Routed metal, one color a layer:
Bar = 50 µm. Two of the layers only.
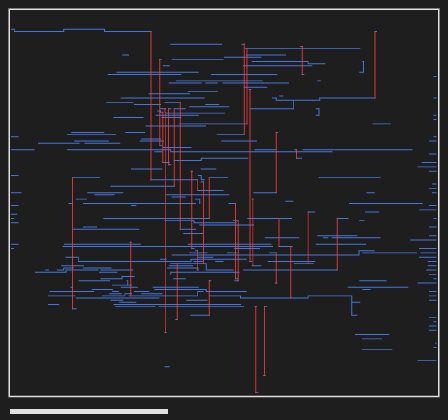
Register map, names as in the netlist:
Bar = 50 µm.
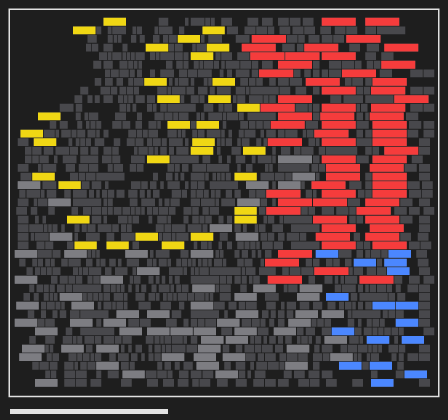
**src/rtl/rx_frame_parser.sv**
```systemverilog
// Receive-side frame parser: hunts for a sync header, streams payload through a
// 2-entry skid buffer, verifies the trailing checksum and keeps saturating stats.
module rx_frame_parser #(
  parameter logic [15:0] SYNC_WORD = 16'hA55A,
  parameter int unsigned MAX_LEN   = 1024
) (
  input  logic        rx_clk,
  input  logic        rst,
  input  logic        rx_valid,
  input  logic [31:0] rx_data,
  output logic        rx_ready,
  output logic        out_valid,
  output logic [31:0] out_data,
  output logic        out_last,
  input  logic        out_ready,
  output logic        frame_ok,
  output logic        frame_err,
  output logic [1:0]  err_code,
  output logic [15:0] frame_cnt,
  output logic [15:0] err_cnt,
  output logic [15:0] drop_cnt
);

  localparam logic [15:0] MAX_LEN_W = MAX_LEN[15:0];

  typedef enum logic [1:0] {HUNT, PAYLOAD, CHECK} state_e;

  state_e      state_q, state_d;
  logic        inflight_q, inflight_d;
  logic [1:0]  occ_q, occ_d;
  logic        wr_ptr_q, wr_ptr_d;
  logic        rd_ptr_q, rd_ptr_d;
  logic [15:0] remaining_q, remaining_d;
  logic [31:0] sum_q, sum_d;
  logic        frame_ok_q, frame_ok_d;
  logic        frame_err_q, frame_err_d;
  logic [1:0]  err_code_q, err_code_d;
  logic [15:0] frame_cnt_q, frame_cnt_d;
  logic [15:0] err_cnt_q, err_cnt_d;
  logic [15:0] drop_cnt_q, drop_cnt_d;

  logic [31:0] buf_data_q [2];
  logic [31:0] buf_data_d [2];
  logic        buf_last_q [2];
  logic        buf_last_d [2];

  logic        accept;
  logic        push;
  logic        push_last;
  logic        pop;
  logic [2:0]  credit_need;

  function automatic logic [15:0] sat_inc(input logic [15:0] v);
    return (v == 16'hFFFF) ? v : v + 16'd1;
  endfunction

  // A read is only ever outstanding for one cycle, so reserving a slot for it
  // plus the one about to be requested keeps the buffer from overflowing.
  assign credit_need = {1'b0, occ_q} + {2'b00, inflight_q} + 3'd1;
  assign rx_ready    = rst && (credit_need <= 3'd2);

  // Words with no matching request (e.g. right after reset) are stale.
  assign accept    = rx_valid && inflight_q;
  assign out_valid = (occ_q != 2'd0);
  assign out_data  = buf_data_q[rd_ptr_q];
  assign out_last  = buf_last_q[rd_ptr_q];
  assign pop       = out_valid && out_ready;

  assign frame_ok  = frame_ok_q;
  assign frame_err = frame_err_q;
  assign err_code  = err_code_q;
  assign frame_cnt = frame_cnt_q;
  assign err_cnt   = err_cnt_q;
  assign drop_cnt  = drop_cnt_q;

  always_comb begin
    state_d     = state_q;
    remaining_d = remaining_q;
    sum_d       = sum_q;
    frame_ok_d  = 1'b0;
    frame_err_d = 1'b0;
    err_code_d  = err_code_q;
    frame_cnt_d = frame_cnt_q;
    err_cnt_d   = err_cnt_q;
    drop_cnt_d  = drop_cnt_q;
    push        = 1'b0;
    push_last   = 1'b0;

    case (state_q)
      HUNT: begin
        if (accept) begin
          if (rx_data[31:16] != SYNC_WORD) begin
            drop_cnt_d = sat_inc(drop_cnt_q);
          end else if (rx_data[15:0] > MAX_LEN_W) begin
            frame_err_d = 1'b1;
            err_code_d  = 2'b10;
            err_cnt_d   = sat_inc(err_cnt_q);
          end else if (rx_data[15:0] == 16'd0) begin
            sum_d   = 32'd0;
            state_d = CHECK;
          end else begin
            remaining_d = rx_data[15:0];
            sum_d       = 32'd0;
            state_d     = PAYLOAD;
          end
        end
      end
      PAYLOAD: begin
        if (accept) begin
          push        = 1'b1;
          sum_d       = sum_q + rx_data;
          remaining_d = remaining_q - 16'd1;
          if (remaining_q == 16'd1) begin
            push_last = 1'b1;
            state_d   = CHECK;
          end
        end
      end
      CHECK: begin
        if (accept) begin
          if (rx_data == sum_q) begin
            frame_ok_d  = 1'b1;
            frame_cnt_d = sat_inc(frame_cnt_q);
          end else begin
            frame_err_d = 1'b1;
            err_code_d  = 2'b01;
            err_cnt_d   = sat_inc(err_cnt_q);
          end
          state_d = HUNT;
        end
      end
      default: state_d = HUNT;
    endcase
  end

  always_comb begin
    inflight_d = rx_ready;
    wr_ptr_d   = wr_ptr_q ^ push;
    rd_ptr_d   = rd_ptr_q ^ pop;
    occ_d      = occ_q + {1'b0, push} - {1'b0, pop};
  end

  generate
    for (genvar gi = 0; gi < 2; gi++) begin : g_skid
      always_comb begin
        buf_data_d[gi] = buf_data_q[gi];
        buf_last_d[gi] = buf_last_q[gi];
        if (push && (wr_ptr_q == 1'(gi))) begin
          buf_data_d[gi] = rx_data;
          buf_last_d[gi] = push_last;
        end
      end

      always_ff @(posedge rx_clk) begin
        if (!rst) begin
          buf_data_q[gi] <= 32'd0;
          buf_last_q[gi] <= 1'b0;
        end else begin
          buf_data_q[gi] <= buf_data_d[gi];
          buf_last_q[gi] <= buf_last_d[gi];
        end
      end
    end
  endgenerate

  always_ff @(posedge rx_clk) begin
    if (!rst) begin
      state_q     <= HUNT;
      inflight_q  <= 1'b0;
      occ_q       <= 2'd0;
      wr_ptr_q    <= 1'b0;
      rd_ptr_q    <= 1'b0;
      remaining_q <= 16'd0;
      sum_q       <= 32'd0;
      frame_ok_q  <= 1'b0;
      frame_err_q <= 1'b0;
      err_code_q  <= 2'b00;
      frame_cnt_q <= 16'd0;
      err_cnt_q   <= 16'd0;
      drop_cnt_q  <= 16'd0;
    end else begin
      state_q     <= state_d;
      inflight_q  <= inflight_d;
      occ_q       <= occ_d;
      wr_ptr_q    <= wr_ptr_d;
      rd_ptr_q    <= rd_ptr_d;
      remaining_q <= remaining_d;
      sum_q       <= sum_d;
      frame_ok_q  <= frame_ok_d;
      frame_err_q <= frame_err_d;
      err_code_q  <= err_code_d;
      frame_cnt_q <= frame_cnt_d;
      err_cnt_q   <= err_cnt_d;
      drop_cnt_q  <= drop_cnt_d;
    end
  end

endmodule
```
**config.mk**
```make
export PLATFORM = sky130hd
export DESIGN_NAME = rx_frame_parser
export DESIGN_NICKNAME = d
export VERILOG_FILES = /design/src/rtl/rx_frame_parser.sv
export SDC_FILE = /design/constraint.sdc
export NUM_CORES = 1
export LEC_CHECK = 0
export CAP_MARGIN = 20
export CORE_ASPECT_RATIO = 0.9
export CORE_UTILIZATION = 60
export CTS_CLUSTER_DIAMETER = 50
export DETAILED_ROUTE_END_ITERATION = 10
export GPL_TIMING_DRIVEN = 0
export PLACE_DENSITY = 0.86
export SLEW_MARGIN = 40
export SYNTH_ARGS = -nofsm -noshare
export SYNTH_HDL_FRONTEND = slang
export SYNTH_SLANG_ARGS = --single-unit
```
**constraint.sdc**
```tcl
create_clock -name rx_clk -period 8.05 [get_ports rx_clk]
set_input_delay 0.805 -clock rx_clk [delete_from_list [all_inputs] [get_ports rx_clk]]
set_output_delay 0.805 -clock rx_clk [all_outputs]
set_load 0.005 [all_outputs]
```
==> qor.csv <==
stage,metric,value,unit
synth,chip area in the Yosys report,0.009605,mm²
final_timing,Hold WS,0.4629,ns
routing,uppermost layer routed,met4,
synth,mux share,4.286,%
clock_network,Post-CTS Setup Bufs,0,
worst_setup_path,CP Cell Sequence,clkdlybuf4s50_1 > ha_1 > clkbuf_1 > nor4_1 > nand4_1 > nor4_1 > nand2_1 > nor3_1 > nand3_1 > xnor2_1 > and2_1,
worst_setup_path,CP max-delay cell,clkdlybuf4s50_1,
final_layout,Synth-to-Final Area Change,22.29,%
worst_setup_path,FF-to-FF path depth,10,
grt,total grt overflow,0,
worst_setup_path,Worst R2R Setup Slack,4.48,ns
final_layout,largest cell class by area,combinational gates,
final_layout,Largest register FFs,64,
grt,largest net degree at the start of global routing,23,
final_timing,final worst slack,3.720,ns
pwr,maximum VDD drop,0.1657,mV
floorplanning,site row count,43,
final_layout,fillers,1105,
final_layout,combinational share of cell area,43.98,%
clock_network,clk buf depth,2,
synth,Yosys Instances,1019,
clock_network,TritonCTS Sinks,174,
routing,WL met1,11270,µm
pwr,Biggest consumer,registers,
worst_hold_path,Hold WC Path Type,reg -> reg,
grt,initial antenna violation count,0,
final_layout,Non-Filler Instances,1377,
final_layout,Comb area,0.005166,mm²
synth,cell count after synthesis,1019,
final_layout,proportion of layout cells with a drive suffix above 1,7.404,%
place,Area after DPL,0.01114,mm²
place,port buffer count,122,
routing,DRC Markers,0,
worst_setup_path,CP Launch Point,rx_data[13],
final_timing,FMAX,0.2310,GHz
worst_setup_path,Buffers & Inverters on Critical Path,2,
worst_setup_path,"Top cell by count, worst path",nor4_1,
pwr,clock power share,44.5,%
synth,"Adder Share, Synth",5.810,%
synth,Post-synth EDFFs,65,
pwr,Static Leak,4.644,nW
final_layout,Clock-cell share,5.166,%
final_timing,Fin Clk Skew,0.01028,ns
synth,cell taking the most area after synthesis,dfxtp_1,
worst_setup_path,"Largest stage delay, worst path",0.74,ns
final_timing,count of final setup violators,0,
routing,met3 WL post-DR,2241,µm
grt,GR Util met3,7.574,%
grt,first-pass GRT wire length,40780,µm
clock_network,post-cts resize count,0,
grt,vias in the first global route,7858,
final_layout,Top cell excl fill/tap,clkdlybuf4s50_1,
pwr,P_sw,0.4569,mW
final_layout,ANT cells,0,
clock_network,CTS Hold Buffers Added,0,
worst_setup_path,reg2reg end,frame_cnt[8]$_SDFFE_PN0P_,
floorplanning,Core ar.,0.01555,mm²
routing,Iter 0 DRT Violations,828,
outcome,outcome,"finished, final reports clean",
synth,Synth Area in Compound Gates,14.88,%
synth,post-synthesis sequential area ratio,43.04,%
synth,Top cells by area,"dfxtp_1 (23%), edfxtp_1 (20%), ha_1 (5.6%)",
place,GPL Wtd Cong,0.9342,
synth,Post-Synth XOR/XNOR Area,5.380,%
pwr,Clk. pwr,0.853,mW
pwr,cell internal pwr,1.457,mW
floorplanning,io pins,123,
final_layout,"Non-clock buffers, area share",12.84,%
synth,main logic family after synthesis,simple AND/OR/NAND/NOR gates,
synth,Synth warnings,0,
worst_setup_path,crit path capture,frame_cnt[8]$_SDFFE_PN0P_,
pwr,P_comb,0.135,mW
synth,Area leader share,22.72,%
worst_setup_path,Crit path max-delay family,simple AND/OR/NAND/NOR gates,
grt,met2 Use GR,50.51,%
pwr,pwr dens,163.0,mW/mm²
final_timing,Max-slew headroom,48.01,%
floorplanning,Core Util at FP,61.78,%
synth,syn nets,1099,
clock_network,Num CTS Buffers,17,
grt,met1 usage,43.83,%
## Picture notes: 'routed metal, one color a layer'
M3 -> blue  # wire length 2,240 µm
M4 -> red  # wire length 742 µm
drt wl/cell: 19.03 µm
DR vias: 8,521
final WL: 26,200 µm
GRT Total Usage: 32.52%

## Picture notes: 'register map, names as in the netlist'
`sum_q` -> yellow  # placed flops 32
`err_cnt` -> blue  # placed flops 16, where bottom right
`buf_data_q` -> red  # placed flops 64
not colored = 62
Sequential Power: 0.926 mW
Seq/total area: 35.19%
final core utilization: 75.55%
register area: 0.004134 mm²

No activity file was given, so power comes from the tool's default toggle rates.
